==> src/rtl/sched_pkg.sv <==
// Shared types and constants for the instruction scheduler: FSM states,
// instruction field layout and the HALT opcode.
package sched_pkg;

   localparam int unsigned INSTR_W  = 16;
   localparam int unsigned OPC_W    = 4;
   localparam int unsigned REG_W    = 4;
   localparam int unsigned OPC_LSB  = 12;
   localparam int unsigned DST_LSB  = 8;
   localparam int unsigned SRCA_LSB = 4;
   localparam int unsigned SRCB_LSB = 0;
   localparam int unsigned CNT_W    = 8;

   localparam logic [OPC_W-1:0] OPC_HALT = 4'hF;

   typedef enum logic [2:0] {
      ST_IDLE,
      ST_ISSUE,
      ST_WAIT,
      ST_HALTED,
      ST_ERROR
   } state_e;

   typedef struct packed {
      logic [OPC_W-1:0] opcode;
      logic [REG_W-1:0] dst;
      logic [REG_W-1:0] src_a;
      logic [REG_W-1:0] src_b;
   } instr_t;

   function automatic logic is_halt(input logic [INSTR_W-1:0] instr);
      return instr[OPC_LSB +: OPC_W] == OPC_HALT;
   endfunction

endpackage

==> src/rtl/instr_fifo.sv <==
// Instruction queue: power-of-two circular buffer with occupancy count,
// registered full flag and a synchronous flush.
module instr_fifo #(
   parameter int unsigned DEPTH = 8,
   parameter int unsigned WIDTH = 16
) (
   input  logic                       clk,
   input  logic                       rst_n,
   input  logic                       flush,
   input  logic                       wr_en,
   input  logic [WIDTH-1:0]           wr_data,
   input  logic                       rd_en,
   output logic [WIDTH-1:0]           rd_data,
   output logic [$clog2(DEPTH):0]     count,
   output logic                       full
);

   localparam int unsigned PW = $clog2(DEPTH);
   localparam int unsigned CW = PW + 1;

   logic [WIDTH-1:0] mem_q [DEPTH];
   logic [PW-1:0]    wr_ptr_q, wr_ptr_d;
   logic [PW-1:0]    rd_ptr_q, rd_ptr_d;
   logic [CW-1:0]    count_q, count_d;
   logic             full_q, full_d;
   logic             wr_ok, rd_ok;

   assign wr_ok = wr_en && !full_q && !flush;
   assign rd_ok = rd_en && (count_q != '0) && !flush;

   // Pointers wrap naturally because DEPTH is a power of two.
   always_comb begin
      wr_ptr_d = wr_ptr_q;
      rd_ptr_d = rd_ptr_q;
      count_d  = count_q;
      full_d   = full_q;
      if (flush) begin
         wr_ptr_d = '0;
         rd_ptr_d = '0;
         count_d  = '0;
         full_d   = 1'b0;
      end else begin
         if (wr_ok) wr_ptr_d = wr_ptr_q + PW'(1);
         if (rd_ok) rd_ptr_d = rd_ptr_q + PW'(1);
         count_d = count_q + CW'(wr_ok) - CW'(rd_ok);
         full_d  = (count_d == CW'(DEPTH));
      end
   end

   always_ff @(posedge clk or negedge rst_n) begin
      if (!rst_n) begin
         wr_ptr_q <= '0;
         rd_ptr_q <= '0;
         count_q  <= '0;
         full_q   <= 1'b0;
      end else begin
         wr_ptr_q <= wr_ptr_d;
         rd_ptr_q <= rd_ptr_d;
         count_q  <= count_d;
         full_q   <= full_d;
      end
   end

   // Storage needs no reset; occupancy alone defines validity.
   always_ff @(posedge clk) begin
      if (wr_ok) mem_q[wr_ptr_q] <= wr_data;
   end

   assign rd_data = mem_q[rd_ptr_q];
   assign count   = count_q;
   assign full    = full_q;

endmodule

==> src/rtl/instr_scheduler.sv <==
// Issues queued instructions to a datapath one at a time, waiting for a
// completion strobe, with HALT, timeout error and synchronous clear.
module instr_scheduler
   import sched_pkg::*;
#(
   parameter int unsigned DEPTH   = 8,
   parameter int unsigned TIMEOUT = 15
) (
   input  logic                    clk,
   input  logic                    rst_n,
   input  logic                    load_valid,
   input  logic [INSTR_W-1:0]      load_data,
   output logic                    load_ready,
   input  logic                    start,
   input  logic                    clear,
   input  logic                    instr_done,
   output logic [INSTR_W-1:0]      instr_out,
   output logic                    instr_valid,
   output logic                    busy,
   output logic                    halted,
   output logic                    error,
   output logic [CNT_W-1:0]        issue_cnt,
   output logic [$clog2(DEPTH):0]  fifo_count
);

   localparam int unsigned CW = $clog2(DEPTH) + 1;
   localparam int unsigned TW = $clog2(TIMEOUT + 1);

   state_e              state_q, state_d;
   logic [TW-1:0]       timer_q, timer_d;
   logic [INSTR_W-1:0]  instr_out_q, instr_out_d;
   logic                instr_valid_q, instr_valid_d;
   logic [CNT_W-1:0]    issue_cnt_q, issue_cnt_d;
   logic                busy_q, busy_d;
   logic                halted_q, halted_d;
   logic                error_q, error_d;

   logic                fifo_full;
   logic [INSTR_W-1:0]  fifo_rd_data;
   logic [CW-1:0]       fifo_cnt;
   logic                push_c, pop_c;
   logic                fifo_nonempty;
   logic                issue_now;
   instr_t              head;

   assign push_c        = load_valid && !fifo_full && !clear;
   assign fifo_nonempty = (fifo_cnt != '0);
   assign head          = instr_t'(fifo_rd_data);

   instr_fifo #(
      .DEPTH (DEPTH),
      .WIDTH (INSTR_W)
   ) u_fifo (
      .clk     (clk),
      .rst_n   (rst_n),
      .flush   (clear),
      .wr_en   (push_c),
      .wr_data (load_data),
      .rd_en   (pop_c),
      .rd_data (fifo_rd_data),
      .count   (fifo_cnt),
      .full    (fifo_full)
   );

   // Next state, timer and queue pop; clear overrides everything.
   always_comb begin
      state_d = state_q;
      timer_d = timer_q;
      pop_c   = 1'b0;
      if (clear) begin
         state_d = ST_IDLE;
         timer_d = '0;
      end else begin
         case (state_q)
            ST_IDLE: begin
               if (start && fifo_nonempty) state_d = ST_ISSUE;
            end
            ST_ISSUE: begin
               pop_c   = 1'b1;
               timer_d = '0;
               state_d = (head.opcode == OPC_HALT) ? ST_HALTED : ST_WAIT;
            end
            ST_WAIT: begin
               if (instr_done) begin
                  state_d = fifo_nonempty ? ST_ISSUE : ST_IDLE;
               end else if (timer_q == TW'(TIMEOUT - 1)) begin
                  state_d = ST_ERROR;
               end else begin
                  timer_d = timer_q + TW'(1);
               end
            end
            ST_HALTED: state_d = ST_HALTED;
            ST_ERROR:  state_d = ST_ERROR;
            default:   state_d = ST_IDLE;
         endcase
      end
   end

   // Outputs are computed from the next state so the issue pulse lands in
   // the ISSUE cycle itself while remaining a flop output.
   always_comb begin
      issue_now     = (state_d == ST_ISSUE) && !is_halt(fifo_rd_data);
      instr_valid_d = issue_now;
      instr_out_d   = issue_now ? fifo_rd_data : instr_out_q;
      issue_cnt_d   = issue_cnt_q + CNT_W'(issue_now);
      busy_d        = (state_d == ST_ISSUE) || (state_d == ST_WAIT);
      halted_d      = (state_d == ST_HALTED);
      error_d       = (state_d == ST_ERROR);
   end

   always_ff @(posedge clk or negedge rst_n) begin
      if (!rst_n) begin
         state_q       <= ST_IDLE;
         timer_q       <= '0;
         instr_out_q   <= '0;
         instr_valid_q <= 1'b0;
         issue_cnt_q   <= '0;
         busy_q        <= 1'b0;
         halted_q      <= 1'b0;
         error_q       <= 1'b0;
      end else begin
         state_q       <= state_d;
         timer_q       <= timer_d;
         instr_out_q   <= instr_out_d;
         instr_valid_q <= instr_valid_d;
         issue_cnt_q   <= issue_cnt_d;
         busy_q        <= busy_d;
         halted_q      <= halted_d;
         error_q       <= error_d;
      end
   end

   assign load_ready  = !fifo_full;
   assign instr_out   = instr_out_q;
   assign instr_valid = instr_valid_q;
   assign issue_cnt   = issue_cnt_q;
   assign busy        = busy_q;
   assign halted      = halted_q;
   assign error       = error_q;
   assign fifo_count  = fifo_cnt;

endmodule

==> config.mk <==
export PLATFORM = sky130hd
export DESIGN_NAME = instr_scheduler
export DESIGN_NICKNAME = d
export VERILOG_FILES = /design/src/rtl/sched_pkg.sv /design/src/rtl/instr_fifo.sv /design/src/rtl/instr_scheduler.sv
export SDC_FILE = /design/constraint.sdc
export NUM_CORES = 1
export LEC_CHECK = 0
export CAP_MARGIN = 30
export CELL_PAD_IN_SITES_DETAIL_PLACEMENT = 0
export CELL_PAD_IN_SITES_GLOBAL_PLACEMENT = 1
export CORE_MARGIN = 1.5
export CORE_UTILIZATION = 45
export CTS_CLUSTER_DIAMETER = 30
export CTS_CLUSTER_SIZE = 40
export DETAILED_ROUTE_END_ITERATION = 16
export GPL_TIMING_DRIVEN = 0
export PLACE_DENSITY = 0.77
export RECOVER_POWER = 50
export SLEW_MARGIN = 20
export SYNTH_ARGS = -nofsm -noshare
export SYNTH_HDL_FRONTEND = slang
export SYNTH_HIERARCHICAL = 1
export SYNTH_SLANG_ARGS = --single-unit
==> constraint.sdc <==
create_clock -name clk -period 3.4 [get_ports clk]
set_input_delay 0.68 -clock clk [delete_from_list [all_inputs] [get_ports clk]]
set_output_delay 0.68 -clock clk [all_outputs]
set_load 0.005 [all_outputs]
Run 1, gate-type map:
Bar = 50 um.
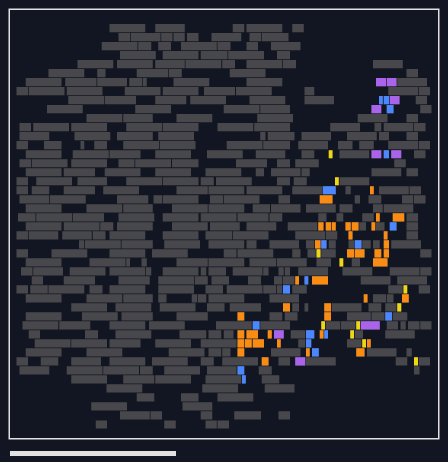
xor and xnor cells: shown in purple, cells 9. nor cells: shown in orange, cells 40. inv cells: shown in yellow, cells 11. nand cells: shown in blue, cells 18.

Run 1, congestion heat map:
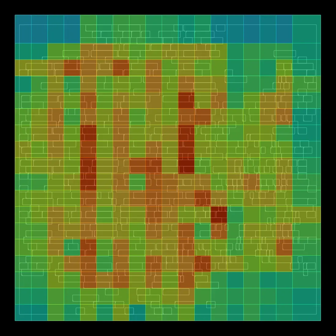
met2 Track Usage GR: 28.8%
overall global routing resource usage: 17.4%
highest-utilization routing layer at the global route stage: met2
met1 usage: 23.0%
final core utilization: 56.5%

Run 1, cell sizes after repair:
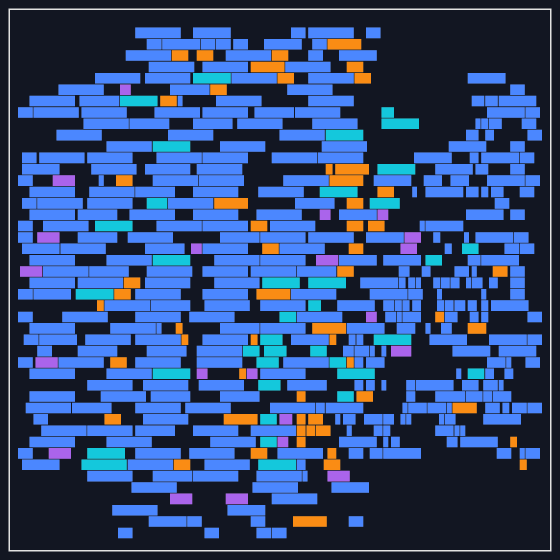
x1 and smaller: shown in blue, cells 360. x3 and x4: shown in purple, cells 21. x2: shown in orange, cells 56. x6 and larger: shown in cyan, cells 36.

Run 1, clock network drawn from the DEF:
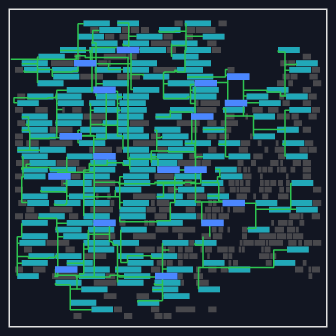
clock wires: shown in green, length 1890 um. clock-net drivers: shown in blue, count 17. flip-flops: shown in cyan, count 174.
There are 18 routed clock nets.
Clock Latency Late Sink: 0.42 ns
clock network fraction of total power: 35.5%
post-route clock skew: 0.00667 ns

[run 1: kinds of logic (layout without fill, tap and decap cells)]
| kind of cell | Yosys count | in the layout | synth area share, % |
|---|---|---|---|
| flip-flops | 174 | 174 | 69.7 |
| multiplexers | 71 | 71 | 17.7 |
| AND/OR/NAND/NOR | 70 | 70 | 5.58 |
| buffers and inverters | 26 | 122 | 2.36 |
| AND-OR/OR-AND | 15 | 15 | 1.36 |
| adder cells (fa/ha/maj) | 12 | 12 | 2.20 |
| XOR/XNOR | 9 | 9 | 1.10 |
[run 1: power by group]
| group | internal [mW] | switching, mW |
|---|---|---|
| clock | 1.03 | 0.795 |
| sequential | 2.45 | 0.111 |
| combinational | 0.474 | 0.268 |
[run 1: registers in the layout, indices dropped and copies added, names as in the netlist, 3 cells and up]
| signal | cells |
|---|---|
| instr_out | 16 |
| issue_cnt | 8 |
| state_q | 3 |
| timer_q | 4 |
| u_fifo/count | 4 |
| u_fifo/mem_q | 128 |
| u_fifo/rd_ptr_q | 3 |
| u_fifo/wr_ptr_q | 3 |
[run 1: stage by stage]
step | total power [mW] | hold WS [ns] | utilization [%] | instance area, um2 | setup slack (ns)
finish | 5.13 | 0.473 | 56.5 | 8690 | 0.192
global route | 5.35 | 0.499 | 56.5 | 8690 | 0.00867
CTS | 5.20 | 0.306 | 56.4 | 8680 | -0.0239
detailed placement | 3.36 | 0.468 | 52.7 | 8110 | -0.845
global placement | 3.33 | 0.462 | 51.9 | 7980 | -1.64
floorplan | 2.93 | 0.384 | - | 7170 | 0.0739
[run 1: timing repair]
item	CTS	global route
setup endpoints to repair	2	2
gates resized	7	6
hold endpoints to repair	0	0
gates cloned	0	0
hold buffers	0	0
==> results.toml, run 1 <==
# implementation run metrics
[finish]
most_used_logic_cell_in_the_final_layout = "sky130_fd_sc_hd__edfxtp_1"
clock_buffers = 19
lay_top_cells = "128 x sky130_fd_sc_hd__edfxtp_1, 46 x sky130_fd_sc_hd__dfrtp_1, 33 x sky130_fd_sc_hd__clkdlybuf4s50_1"
sh_seq_area_pct = 57.5
fillers = 1158
logic_gates = 177
buffers_excl_clock = 79
comb_area_share_pct = 23.6
drive_above_1_share_pct = 23.9
finalNetCount = 494
multiInputGateArea_mm2 = 0.00205
regArea_mm2 = 0.00499
clkCellAreaFrac_pct = 6.42
antennaDiodeCount = 0
layout.buffer.nonclock.area_share_pct = 8.93
non_clock_inverter_count = 11
final_cells = 684
number_of_flip_flops_and_latches = 174
dominant-cell-class = "sequential cells"
flow.area_growth_from_synthesis_pct = 21.2

[worst_setup_path]
timing.critical_path.to = "issue_cnt[6]"
worstSetupPathType = "register to register"
worst_r2r_endpoint = "issue_cnt[6]"
worst-path-max-fanout = 10
r2r.worst_path.cells = 14
worst_r2r_startpoint = "u_fifo/rd_ptr_q[1]"
register_to_register_path_setup_slack_ns = 0.19
timing.critical_path.from = "u_fifo/rd_ptr_q[1]"
timing.critical_path.arrival_ns = 3.52
timing.critical_path.required_ns = 3.71
critPathLaunchType = "register"
timing.critical_path.to_type = "register"
critical-path-top-cell-by-count = "sky130_fd_sc_hd__ha_1"
worst_path_max_delay_cell = "sky130_fd_sc_hd__mux4_1"
crit_chain = "buf_6 -> buf_8 -> mux4_1 -> mux2_2 -> and4_2 -> nor2_4 -> nand2_4 -> buf_12 -> inv_1 -> ha_1 -> ha_1 -> and3_1 -> nand3_1 -> xnor2_1"
cp_num_cells = 14
slowest_delay_ns = 0.55
critical-path-top-delay-family = "multiplexers"
cp_bufs_invs = 4

[synthesis]
yosysWarningCount = 6
synth_top_cell_by_count = "sky130_fd_sc_hd__edfxtp_1"
ys_top_cells_by_count = "128 x sky130_fd_sc_hd__edfxtp_1, 46 x sky130_fd_sc_hd__dfrtp_1, 24 x sky130_fd_sc_hd__mux2_2, 23 x sky130_fd_sc_hd__mux4_1, 20 x sky130_fd_sc_hd__nor2_1"
postSynthRegisterBits = 174
syn_inst = 377
postSynth.topFlopCell = "sky130_fd_sc_hd__edfxtp_1"
topCellsByArea = "sky130_fd_sc_hd__edfxtp_1 54%, sky130_fd_sc_hd__dfrtp_1 16%, sky130_fd_sc_hd__mux4_1 8.4%"
yosys-stat-cells = 377
async_flop_share_pct = 26.4
synth.yosys.seq_area_share_pct = 69.7
enable_flop_cells = 128
synth.largest_area_cell = "sky130_fd_sc_hd__edfxtp_1"
yosys_area_mm2 = 0.00717
yosysTopAreaCellShare_pct = 53.6
synthDistinctLibCells = 46
fp_nets = 411
mappedNetlistArea_mm2 = 0.00717
avgSynthCellArea_um2 = 19.0

[grt]
grt_antenna_before_repair = 0
grt.overflow.total = 0
grt_max_degree = 47
global_route_wire_length_before_repair_mm = 20.9
vias_in_the_first_global_route = 3736
grt.met3_usage_pct = 4.05

[timing]
hold_violations = 0
final.min_clock_period_ns = 3.21
rsz0062_at_grt = "false"
slew_viol_final = 0
setup-tns-final_ns = 0
fmax_mhz = 312
timing.final.crit_share_pct = 94.4
final-setup-viol-count = 0
relSlewSlack_pct = 14.7
worst_slew_pin_slew_ns = 1.28

[min_path]
min-delay-path-class = "register to register"
hold_path_origin = "issue_cnt[7]"
timing.hold.worst_path_depth = 1
whs_endpoint = "issue_cnt[7]"

[floorplan]
floorplan.initialDensity_pct = 46.7
io_pins = 55
fp.dieW_um = 129
tapcell.inserted = 211
core_mm2 = 0.0154
rows = 45
die_h_um = 129
chip_area_mm2 = 0.0167

[clock_network]
cts.clk_slew.worst_paths_ns = 0.06
postCtsSetupBuffers = 0
cts_root_buf = "sky130_fd_sc_hd__clkbuf_16"
cts.htree.levels = 4
cts_tree = "built"
max-clock-path-buffers = 2
numCtsBuffers = 17
cts_num_sinks = 174

[job]
log.warning_count = 28
drv.max_cap_violation_count = 0

[placed_design]
place.gp.congestion = 0.740
port_buffers = 54
hpwlAfterDp_mm = 8.71
dp.cells = 652

[detailed_routing]
route.top_layer_used = "met4"
vias = 3609
routed_via_density = 5.28
drc_errors = 0
drt-pass1-iter-count = 4
wl_met3_um = 620
drt-total-wl_mm = 13.2
wirelength_met1_mm = 5.82
detailedRoute.firstIterationViolations = 166
detailroute.wirelength.met2_mm = 6.65
routed_wire_length_per_instance_um = 19.3
detail-route-antenna-nets = 0

[run_status]
run_status = "completed"

[pwr]
vdd_ir_drop_max_mv = 0.473
power_density_mw_per_mm2 = 590
p_leak_nw = 3.18
Run 1, signal wires on met3:
Cells faint in the background.
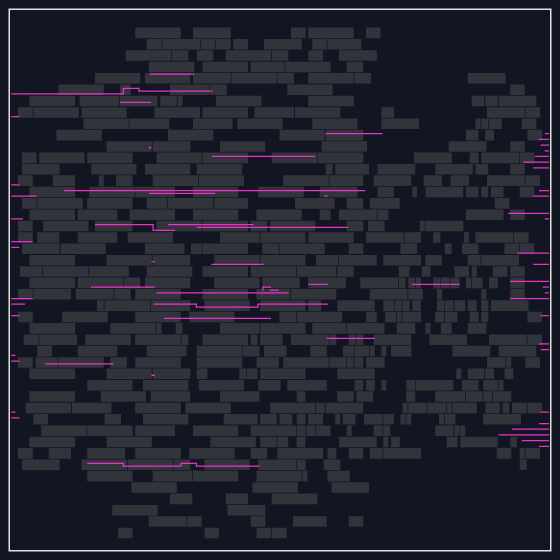

## Run 2: what changed since run 1
Settings changed: ABC_CLOCK_PERIOD_IN_PS set to 3400, CAP_MARGIN 30 to 0, CORE_MARGIN 1.5 to 2.
Run 2, signal wires on met3:
Cells faint in the background.
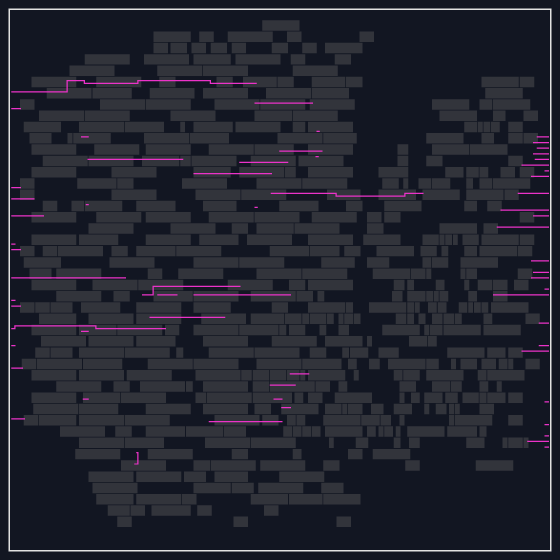
The wires run mostly horizontal. The layer carries 490 um of wire. The longest straight run is 27.4 um. 48 nets have wire on it. The layer holds 3.7% of the routed length.
total number of vias: 3631
Total Routed Length: 13.2 mm
met3 track demand over resource: 4.59%

Run 2, gate-type map:
Bar = 50 um.
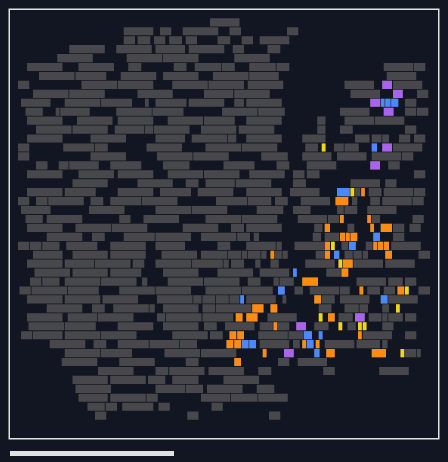
nand cells: shown in blue, cells 18. xor and xnor cells: shown in purple, cells 9. inv cells: shown in yellow, cells 11. nor cells: shown in orange, cells 40.
number of standard cells in the final layout excluding fillers: 694
share of cell area taken by multi-input logic gates: 23.4%
most used logic cell in the final layout: sky130_fd_sc_hd__edfxtp_1

==> results.toml, run 2 <==
# implementation run metrics
[worst_setup_path]
critPathLaunchType = "input port"
worst_r2r_endpoint = "issue_cnt[6]"
worst_r2r_startpoint = "u_fifo/rd_ptr_q[1]"
cp_num_cells = 15
timing.critical_path.required_ns = 3.75
worst-path-max-fanout = 8
cp_bufs_invs = 5
timing.critical_path.to = "u_fifo/full"
timing.critical_path.to_type = "register"
critical-path-top-delay-family = "simple AND/OR/NAND/NOR gates"
worst_path_max_delay_cell = "sky130_fd_sc_hd__or4bb_1"
timing.critical_path.from = "clear"
crit_chain = "clkbuf_2 -> buf_6 -> or2_1 -> buf_6 -> nor2_2 -> nor2b_4 -> nor2b_1 -> ha_1 -> inv_1 -> ha_1 -> inv_1 -> fa_1 -> xor2_1 -> or4bb_1 -> mux2i_1"
r2r.worst_path.cells = 14
timing.critical_path.arrival_ns = 3.55
register_to_register_path_setup_slack_ns = 0.22
slowest_delay_ns = 0.51
worstSetupPathType = "input port to register"

[pwr]
p_leak_nw = 3.21
finalPower_mw = 5.18
vdd_ir_drop_max_mv = 0.388
power_density_mw_per_mm2 = 593

[synthesis]
synth_top_cell_by_count = "sky130_fd_sc_hd__edfxtp_1"
synth.largest_area_cell = "sky130_fd_sc_hd__edfxtp_1"
synthDistinctLibCells = 46
yosys_area_mm2 = 0.00717
enable_flop_cells = 128
mappedNetlistArea_mm2 = 0.00717
syn_inst = 377
async_flop_share_pct = 26.4
topCellsByArea = "sky130_fd_sc_hd__edfxtp_1 54%, sky130_fd_sc_hd__dfrtp_1 16%, sky130_fd_sc_hd__mux4_1 8.4%"
postSynthRegisterBits = 174
yosysWarningCount = 6
postSynth.topFlopCell = "sky130_fd_sc_hd__edfxtp_1"
synth.yosys.seq_area_share_pct = 69.7
avgSynthCellArea_um2 = 19.0
ys_top_cells_by_count = "128 x sky130_fd_sc_hd__edfxtp_1, 46 x sky130_fd_sc_hd__dfrtp_1, 24 x sky130_fd_sc_hd__mux2_2, 23 x sky130_fd_sc_hd__mux4_1, 20 x sky130_fd_sc_hd__nor2_1"
yosysTopAreaCellShare_pct = 53.6
fp_nets = 411
yosys-stat-cells = 377

[floorplan]
floorplan.initialDensity_pct = 45.6
die_h_um = 130
chip_area_mm2 = 0.0170
rows = 46
io_pins = 55
core_mm2 = 0.0157
fp.dieW_um = 130

[detailed_routing]
wl_met3_um = 490
drt-pass1-iter-count = 4
wirelength_met1_mm = 6.01
route.top_layer_used = "met4"
detail-route-antenna-nets = 0
routed_via_density = 5.23
detailroute.wirelength.met2_mm = 6.58
routed_wire_length_per_instance_um = 19.1
drc_errors = 0
detailedRoute.firstIterationViolations = 255

[placed_design]
port_buffers = 54
place.gp.congestion = 0.719
preCtsSetupSlack_ns = -0.909
hpwlAfterDp_mm = 8.64
place_area_mm2 = 0.00811

[finish]
largest_register_ffs = 128
flow.area_growth_from_synthesis_pct = 21.8
finalNetCount = 498
fillers = 1208
largest-register = "u_fifo/mem_q"
lay_top_cells = "128 x sky130_fd_sc_hd__edfxtp_1, 46 x sky130_fd_sc_hd__dfrtp_1, 31 x sky130_fd_sc_hd__clkdlybuf4s50_1"
final_area_mm2 = 0.00873
drive_above_1_share_pct = 24.3

[clock_network]
cts-hold-fix-buffers = 0
clk_latency_ns = 0.43
numCtsBuffers = 17
cts_root_buf = "sky130_fd_sc_hd__clkbuf_16"
cts.clk_slew.worst_paths_ns = 0.07
cts_tree = "built"
max-clock-path-buffers = 2
cts.htree.levels = 4
cts_num_sinks = 174

[timing]
timing.hold.ws_ns = 0.467
slew_viol_final = 47
relSlewSlack_pct = -81.1
timing.final.crit_share_pct = 94.2
fmax_mhz = 312
final.min_clock_period_ns = 3.20
final-setup-viol-count = 0
post-route-worst-setup-slack_ns = 0.196
final.setup_skew_ns = 0.00682
worst_slew_pin_slew_ns = 2.72
hold_violations = 0

[grt]
global_route_wire_length_before_repair_mm = 20.6
grt_max_degree = 47
grt.total_usage_pct = 16.9
vias_in_the_first_global_route = 3683
grt.overflow.total = 0
grt_antenna_before_repair = 1
use_met2_pct = 27.8
global_route.peak_usage_layer = "met2"

[job]
log.warning_count = 28
drv.max_cap_violation_count = 1

[min_path]
min-delay-path-class = "register to register"
hold_path_origin = "issue_cnt[7]"

[run_status]
violations = "capacitance limit, slew limit"
run_status = "complete, but fails checks"
Run 2, congestion heat map:
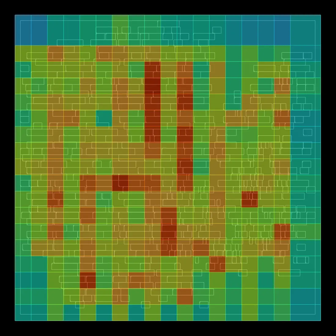
final core utilization: 55.6%
met1 usage: 22.3%

run 2: cell counts after synthesis:
Identical to the previous run, type by type.
run 2: worst min-delay path by stage:
stage,endpoint,slack [ns],depth (start not counted)
6_report,issue_cnt[7],0.47,1
5_1_grt,issue_cnt[7],0.49,1
4_1_cts,u_fifo/full,0.29,1
3_5_place_dp,issue_cnt[7],0.47,1
3_3_place_gp,issue_cnt[7],0.46,1
2_1_floorplan,busy,0.38,0
run 2: logic make-up (layout without fill, tap and decap cells):
family / after synthesis / after routing / synth area share, %
simple gates: 70 / 70 / 5.58
xor+xnor: 9 / 9 / 1.10
compound gates: 15 / 15 / 1.36
flops: 174 / 174 / 69.7
other cells: 0 / 1 / 0
mux: 71 / 71 / 17.7
fa+ha+maj: 12 / 12 / 2.20
buf+inv: 26 / 126 / 2.36
run 2: report_power, final:
part	total (mW)	switching, mW	internal (mW)	leakage [nW]
registers	2.56	0.109	2.45	1.76
logic	0.756	0.274	0.482	1.18
clock network	1.86	0.833	1.02	0.274
run 2: area by class of cell:
cell class                      instances  area [um2]  share of cell area [%]
Sequential cell                       174        4990                    57.2
Multi-Input combinational cell        177        2050                    23.4
Timing Repair Buffer                   68         668                    7.65
Clock buffer                           18         429                    4.92
Tap cell                              216         270                    3.10
Buffer                                 15         141                    1.62
Clock inverter                         14         136                    1.56
Inverter                               11        41.3                   0.473
Antenna cell                            1        2.50                  0.0287
run 2: what timing repair did:
action	4_1_cts	5_1_grt
buffers inserted	0	4
gates resized	5	9
cloned	0	0
pin swaps	0	1
setup endpoints to repair	3	4
run 2: through the flow:
stage	std cells	TNS, ns
2_1_floorplan	377	0
3_3_place_gp	647	-111.58
3_5_place_dp	657	-7.42
4_1_cts	689	-0.0829
5_1_grt	693	-0.0134
6_report	694	0
Run 2, cell sizes after repair:
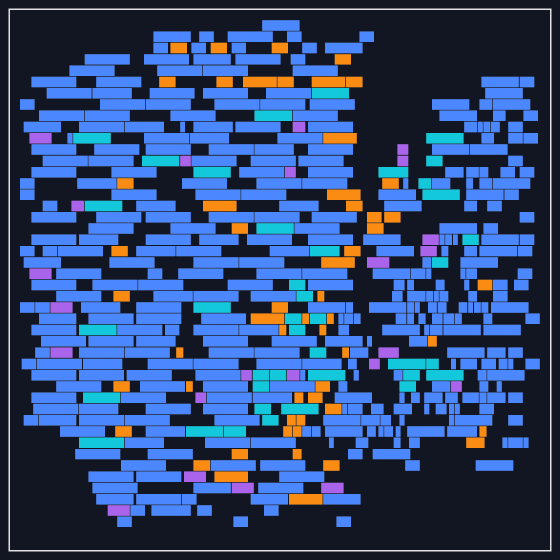

## Run 3: what changed since run 2
==> constraint.sdc (replaced) <==
create_clock -name clk -period 3.4 [get_ports clk]
set_input_delay 0.68 -clock clk [delete_from_list [all_inputs] [get_ports clk]]
set_output_delay 0.68 -clock clk [all_outputs]
set_load 0.1 [all_outputs]
Run 3, cell sizes after repair:
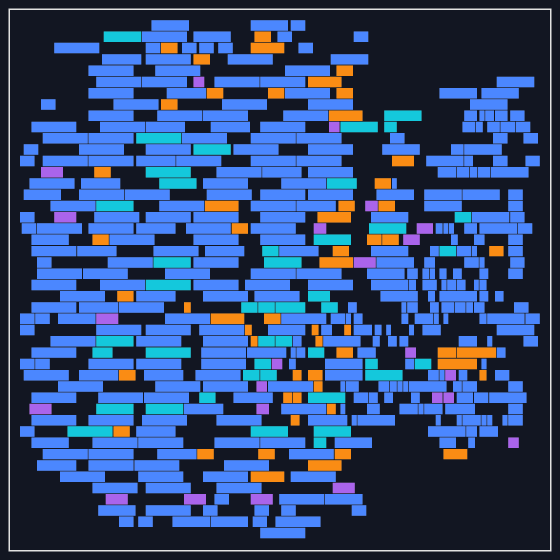
x2: shown in orange, cells 54. x6 and larger: shown in cyan, cells 43. x1 and smaller: shown in blue, cells 357. x3 and x4: shown in purple, cells 23.
number of buffers other than clock buffers in the final layout: 83
final worst slack: 0.190 ns
synth-to-layout area growth: 23.2%
finished layout cell area: 0.00883 mm2

Run 3, signal wires on met3:
Cells faint in the background.
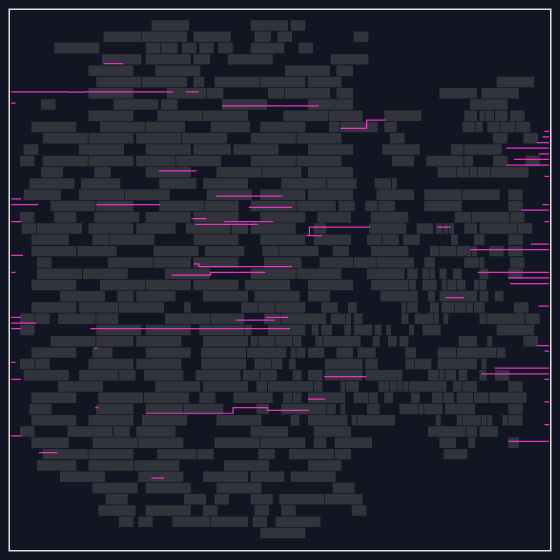
The layer holds 3.9% of the routed length. The layer carries 536 um of wire. The wires run mostly horizontal.

==> results.toml, run 3 <==
# implementation run metrics
[synthesis]
mux_share_pct = 17.7
synth.cellmix.simpleShare_pct = 5.58
ys_top_cells_by_count = "128 x sky130_fd_sc_hd__edfxtp_1, 46 x sky130_fd_sc_hd__dfrtp_1, 24 x sky130_fd_sc_hd__mux2_2, 23 x sky130_fd_sc_hd__mux4_1, 20 x sky130_fd_sc_hd__nor2_1"
synthDistinctLibCells = 46
fp_nets = 411
topCellsByArea = "sky130_fd_sc_hd__edfxtp_1 54%, sky130_fd_sc_hd__dfrtp_1 16%, sky130_fd_sc_hd__mux4_1 8.4%"
yosysWarningCount = 6
async_flop_share_pct = 26.4
yosys.area_share.adder_pct = 2.20
dominant_kind_of_combinational_cell = "multiplexers"
postSynth.topFlopCell = "sky130_fd_sc_hd__edfxtp_1"
synth.yosys.seq_area_share_pct = 69.7
yosys-stat-cells = 377
yosysTopAreaCellShare_pct = 53.6
synth_top_cell_by_count = "sky130_fd_sc_hd__edfxtp_1"
synth.largest_area_cell = "sky130_fd_sc_hd__edfxtp_1"
yosys_area_mm2 = 0.00717
avgSynthCellArea_um2 = 19.0
mappedNetlistArea_mm2 = 0.00717
enable_flop_cells = 128
postSynthRegisterBits = 174
synth_compound_gate_area_share_pct = 1.36
yosys.area_share.xor_xnor_pct = 1.10
syn_inst = 377

[timing]
final.min_clock_period_ns = 3.21
timing.final.crit_share_pct = 94.4
final.setup_skew_ns = 0.0110
final-setup-viol-count = 0
rsz0062_at_grt = "false"
relSlewSlack_pct = 33.9
hold_violations = 0
timing.hold.ws_ns = 0.288
slew_viol_final = 0
fmax_mhz = 311
worst_slew_pin_slew_ns = 0.988

[worst_setup_path]
critical-path-top-delay-family = "simple AND/OR/NAND/NOR gates"
worst_path_max_delay_cell = "sky130_fd_sc_hd__or4bb_1"
worstSetupPathType = "input port to register"
timing.critical_path.arrival_ns = 3.56
r2r.worst_path.cells = 14
crit_chain = "clkbuf_2 -> buf_6 -> or2_0 -> buf_6 -> nor2_1 -> nor2b_1 -> nor2b_1 -> ha_1 -> inv_1 -> ha_1 -> inv_1 -> fa_1 -> xor2_2 -> or4bb_1 -> mux2i_1"
worst-path-max-fanout = 8
critPathLaunchType = "input port"
timing.critical_path.required_ns = 3.75
timing.critical_path.to_type = "register"
register_to_register_path_setup_slack_ns = 0.19
slowest_delay_ns = 0.51
cp_bufs_invs = 5
cp_num_cells = 15

[pwr]
p_leak_nw = 3.24
finalPower_mw = 6.49
power_density_mw_per_mm2 = 735
vdd_ir_drop_max_mv = 0.483

[detailed_routing]
detailedRoute.firstIterationViolations = 208
drt-pass1-iter-count = 4
drt-total-wl_mm = 13.6
detail-route-antenna-nets = 0
vias = 3605
routed_via_density = 5.20
drc_errors = 0

[grt]
use_met2_pct = 28.8
grt.overflow.total = 0
grt_antenna_before_repair = 0
vias_in_the_first_global_route = 3804
global_route_wire_length_before_repair_mm = 21.6
grt_max_degree = 47
global_route.peak_usage_layer = "met2"

[clock_network]
cts_root_buf = "sky130_fd_sc_hd__clkbuf_16"
numCtsBuffers = 17
cts_num_sinks = 174
cts-hold-fix-buffers = 0
max-clock-path-buffers = 2
cts.clk_slew.worst_paths_ns = 0.07
cts_tree = "built"
cts.htree.levels = 4
clk_latency_ns = 0.42

[finish]
finalNetCount = 498
fillers = 1210
largest_register_ffs = 128
most_used_logic_cell_in_the_final_layout = "sky130_fd_sc_hd__edfxtp_1"
lay_top_cells = "128 x sky130_fd_sc_hd__edfxtp_1, 44 x sky130_fd_sc_hd__dfrtp_1, 35 x sky130_fd_sc_hd__clkdlybuf4s50_1"
finalCoreUtilization_pct = 56.2
antennaDiodeCount = 0
largest-register = "u_fifo/mem_q"
drive_above_1_share_pct = 25.2

[floorplan]
die_h_um = 130
rows = 46
core_mm2 = 0.0157
chip_area_mm2 = 0.0170
fp.dieW_um = 130
floorplan.initialDensity_pct = 45.6
io_pins = 55

[job]
drv.max_cap_violation_count = 0
log.warning_count = 27

[run_status]
run_status = "completed"

[placed_design]
port_buffers = 54
hpwlAfterDp_mm = 8.87
preCtsSetupSlack_ns = -0.849

[min_path]
min-delay-path-class = "input port to asynchronous set/reset pin"
Run 3, congestion heat map:
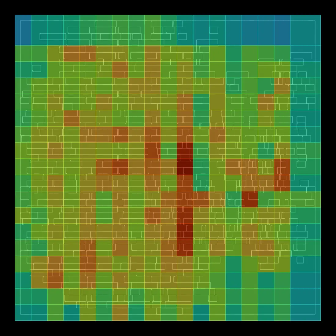
met1 usage: 23.9%
routed wire length per instance: 19.7 um
overall global routing resource usage: 17.6%
met3 track demand over resource: 3.73%

[run 3: cell counts after synthesis]
No cell type changed its count.
[run 3: cell type report]
class                      count  area (um2)  share of cell area (%)
sequential                   174        5000                    56.6
inverter                      11        41.3                   0.467
buffer                        15         141                    1.60
clock buffer                  18         439                    4.97
multi-input combinational    177        2040                    23.1
clock inverter                14         229                    2.59
tap                          216         270                    3.06
timing repair buffer          68         672                    7.61
[run 3: worst paths after layout]
path	start	to
setup / recovery	clear	u_fifo/full
hold / removal	rst_n	u_fifo/full
setup reg to reg	u_fifo/rd_ptr_q[1]	issue_cnt[6]
hold reg to reg	issue_cnt[7]	issue_cnt[7]
max in group asynchronous	rst_n	u_fifo/count[3]
min in group clk	issue_cnt[7]	issue_cnt[7]
[run 3: power breakdown]
group          leakage [nW]  switching [mW]  internal [mW]
combinational          1.16            1.29          0.486
sequential             1.75           0.108           2.45
clock                 0.320           0.819           1.34
[run 3: per-layer routing]
metal,share of wire (%),vias to the layer above
li1,-,1657
met1,45,1852
met2,50,85
met3,3.9,11
met4,1.1,0
met5,0,-
[run 3: what timing repair did]
item | in CTS | in global routing
cloned | 0 | 0
pin swaps | 1 | 1
resized | 7 | 7
buffers inserted | 4 | 0
hold endpoints to repair | 0 | 0
setup endpoints to repair | 3 | 2
[run 3: worst reg2reg max path, delay by kind of cell, from the launching register on]
kind,cells,cell delay [ns]
xor gates and xnor gates,1,0.13
and+or+nand+nor,5,0.76
buffers and inverters,4,0.61
adders and majority gates,2,0.36
DFF,1,0.38
muxes,2,0.85
[run 3: per-stage QoR]
stage	TNS, ns	area [um2]	cells
after global routing	0	8830	693
after CTS	0	8820	693
after floorplan	0	7170	377
after detailed placement	-5.71	8120	657
final	0	8830	693
after global placement	-110.43	7980	647
Power and IR drop assume default switching activity.
